### config.mk
export PLATFORM = sky130hd
export DESIGN_NAME = tile_spawn_ctrl
export DESIGN_NICKNAME = d
export VERILOG_FILES = /design/src/rtl/game_pkg.sv /design/src/rtl/lfsr16.sv /design/src/rtl/tile_spawn_ctrl.sv
export SDC_FILE = /design/constraint.sdc
export NUM_CORES = 1
export LEC_CHECK = 0
export CAP_MARGIN = 5
export CORE_ASPECT_RATIO = 0.8
export CORE_UTILIZATION = 47
export CTS_BUF_LIST = sky130_fd_sc_hd__clkbuf_2 sky130_fd_sc_hd__clkbuf_4 sky130_fd_sc_hd__clkbuf_8
export DETAILED_ROUTE_END_ITERATION = 10
export PLACE_DENSITY = 0.75
export SYNTH_ARGS = -nofsm -noshare
export SYNTH_HDL_FRONTEND = slang
export SYNTH_SLANG_ARGS = --single-unit
### constraint.sdc
create_clock -name CLOCK_50 -period 2.25 [get_ports CLOCK_50]
set_clock_uncertainty 0.15 [all_clocks]
set_input_delay 0.45 -clock CLOCK_50 [delete_from_list [all_inputs] [get_ports CLOCK_50]]
set_output_delay 0.45 -clock CLOCK_50 [all_outputs]
set_load 0.03 [all_outputs]
### src/rtl/game_pkg.sv
// Shared types and constants for the 4x4 tile game datapath.
// Cell i of a packed board occupies board[63-4*i -: 4]; code 0 marks an empty cell.
package game_pkg;

   localparam int CELL_W  = 4;
   localparam int N_CELLS = 16;
   localparam logic [3:0] EMPTY = 4'd0;

   typedef logic [CELL_W-1:0]         cell_t;
   typedef logic [N_CELLS*CELL_W-1:0] board_t;

   typedef enum logic [2:0] {
      IDLE  = 3'd0,
      PROBE = 3'd1,
      WRITE = 3'd2,
      DONE  = 3'd3,
      FULL  = 3'd4
   } spawn_state_t;

   function automatic cell_t cell_at(input board_t b, input logic [3:0] i);
      return b[(N_CELLS - 1 - int'(i)) * CELL_W +: CELL_W];
   endfunction

endpackage

### src/rtl/lfsr16.sv
// Free-running 16-bit Fibonacci LFSR (taps 16,14,13,11), shifting left every cycle.
// A zero seed would lock the register, so it is replaced by 16'h0001.
module lfsr16 (
   input  logic        CLOCK_50,
   input  logic        reset,
   input  logic [15:0] seed,
   output logic [15:0] q
);

   logic feedback;

   assign feedback = q[15] ^ q[13] ^ q[12] ^ q[10];

   // Seed load on reset, otherwise shift in the feedback bit.
   always_ff @(posedge CLOCK_50) begin
      if (reset) begin
         q <= (seed == 16'd0) ? 16'h0001 : seed;
      end else begin
         q <= {q[14:0], feedback};
      end
   end

endmodule

### src/rtl/tile_spawn_ctrl.sv
// Places one new tile after each accepted move: random start cell, wrap-around probe, one write.
// Optional macro SPAWN_FOUR_EN: spawn a 4 instead of NEW_TILE when lfsr[6:4]==0 at request time.
module tile_spawn_ctrl
   import game_pkg::*;
#(
   parameter logic [15:0] LFSR_SEED = 16'hACE1,
   parameter cell_t       NEW_TILE  = 4'd2
) (
   input  logic        CLOCK_50,
   input  logic        reset,
   input  logic        spawn_req,
   input  board_t      board,
   output logic        busy,
   output logic        wr_en,
   output logic [3:0]  wr_idx,
   output logic [3:0]  wr_val,
   output logic        done,
   output logic        board_full
);

   spawn_state_t state;
   spawn_state_t state_next;
   board_t       snap;
   logic [3:0]   idx;
   logic [3:0]   cnt;
   cell_t        val;
   cell_t        draw_val;
   logic [15:0]  lfsr_q;
   logic         lfsr_unused;

   lfsr16 u_lfsr (
      .CLOCK_50 (CLOCK_50),
      .reset    (reset),
      .seed     (LFSR_SEED),
      .q        (lfsr_q)
   );

`ifdef SPAWN_FOUR_EN
   assign draw_val    = (lfsr_q[6:4] == 3'b000) ? 4'd4 : NEW_TILE;
   assign lfsr_unused = ^lfsr_q[15:7];
`else
   assign draw_val    = NEW_TILE;
   assign lfsr_unused = ^lfsr_q[15:4];
`endif

   // Next-state decode; PROBE examines one snapshot cell per cycle.
   always_comb begin
      state_next = state;
      case (state)
         IDLE: begin
            if (spawn_req) begin
               state_next = PROBE;
            end else begin
               state_next = IDLE;
            end
         end
         PROBE: begin
            if (cell_at(snap, idx) == EMPTY) begin
               state_next = WRITE;
            end else if (cnt == 4'd15) begin
               state_next = FULL;
            end else begin
               state_next = PROBE;
            end
         end
         WRITE:   state_next = DONE;
         DONE:    state_next = IDLE;
         FULL:    state_next = IDLE;
         default: state_next = IDLE;
      endcase
   end

   // State, request capture, probe counters and outputs registered from the next state.
   always_ff @(posedge CLOCK_50) begin
      if (reset) begin
         state      <= IDLE;
         snap       <= '0;
         idx        <= 4'd0;
         cnt        <= 4'd0;
         val        <= 4'd0;
         busy       <= 1'b0;
         wr_en      <= 1'b0;
         wr_idx     <= 4'd0;
         wr_val     <= 4'd0;
         done       <= 1'b0;
         board_full <= 1'b0;
      end else begin
         state <= state_next;
         if ((state == IDLE) && spawn_req) begin
            snap <= board;
            idx  <= lfsr_q[3:0];
            cnt  <= 4'd0;
            val  <= draw_val;
         end else if ((state == PROBE) && (state_next == PROBE)) begin
            idx <= idx + 4'd1;
            cnt <= cnt + 4'd1;
         end
         busy       <= (state_next != IDLE);
         wr_en      <= (state_next == WRITE);
         wr_idx     <= (state_next == WRITE) ? idx : 4'd0;
         wr_val     <= (state_next == WRITE) ? val : 4'd0;
         done       <= (state_next == DONE) || (state_next == FULL);
         board_full <= (state_next == FULL);
      end
   end

endmodule

### Signal wires on met1

Bar = 20 um. Cells faint in the background.
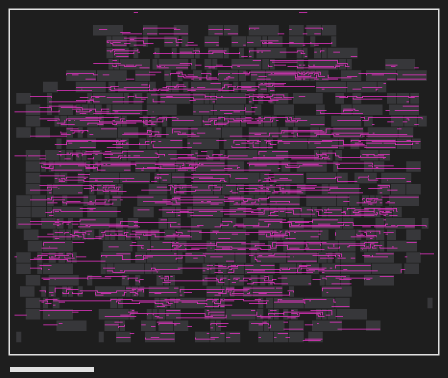
main direction: horizontal
longest straight run: 29.9 um
wire length on this layer: 4110 um
nets with wire on the layer: 547
share of all routed wire: 46%
routing usage on met1: 28.65%
Detailed Route WL: 8963 um
via count: 3341

### Wiring heat map

20 x 16 tiles, from white (low) to dark blue (high), scaled to the fullest tile. Values are wire area over tile area, all layers added.
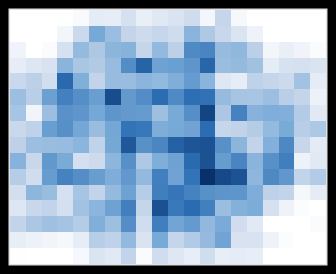
nearly empty tiles: 10%
mean over tiles: 0.17
emptiest ninth of the die: north-east
Tot GR Track Use: 22.65%
Routed WL per cell: 13.92 um

### Wiring by layer

Bar = 20 um. Only two layers are drawn.
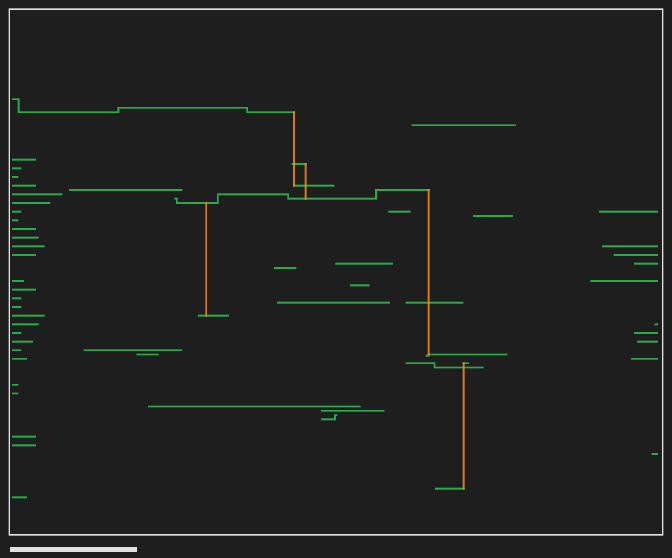
| color | layer | wire length |
|---|---|---|
| green | M3 | 405 um |
| orange | M4 | 80.2 um |

==> CHANGELOG.md <==
### Metrics

* Top reg by flops: snap
* Delay-heaviest family, CP: simple AND/OR/NAND/NOR gates
* Number of warnings in the stage logs at 28
* Power Internal at 3.205 mW
* Fin worst setup slack at -191.1 ps
* Non-clock inverters at 2
* Num CTS Buffers at 9
* Routing usage on met2 at 39.20%
* #FFs+latches synth at 101
* HP Class: flip-flop to flip-flop
* Post-synth top area cell: dfxtp_1
* Placed Instances at 621
* Initial antenna violation count at 0
* Failing checks: negative setup slack
* CP startpoint: snap[24]$_SDFFE_PP0P_
* Synth Flop Type: dfxtp_1
* Post-Synth AOI/OAI Area at 12.83%
* Die X-Extent at 102.4 um
* Yosys cell types at 48
* Final hold vios at 0
* Cell Area, Synth at 0.003794 mm^2
* Terminus of the critical flop-to-flop path: state[1]$_SDFF_PP0_
* Final hold slack at 260.6 ps
* Fraction of area in multi-input gates at 34.34%
* Min-delay src: u_lfsr.q[14]$_SDFF_PP0_
* CP max stage delay at 530 ps
* CP arrival at 2560 ps
* Dominant kind of cell: sequential cells
* Final setup violation count at 3
* Clock sinks at 101
* Status: finished with violations
* Chip Height at 82.36 um
* Met3 WL at 405 um
Power and IR drop assume default switching activity.
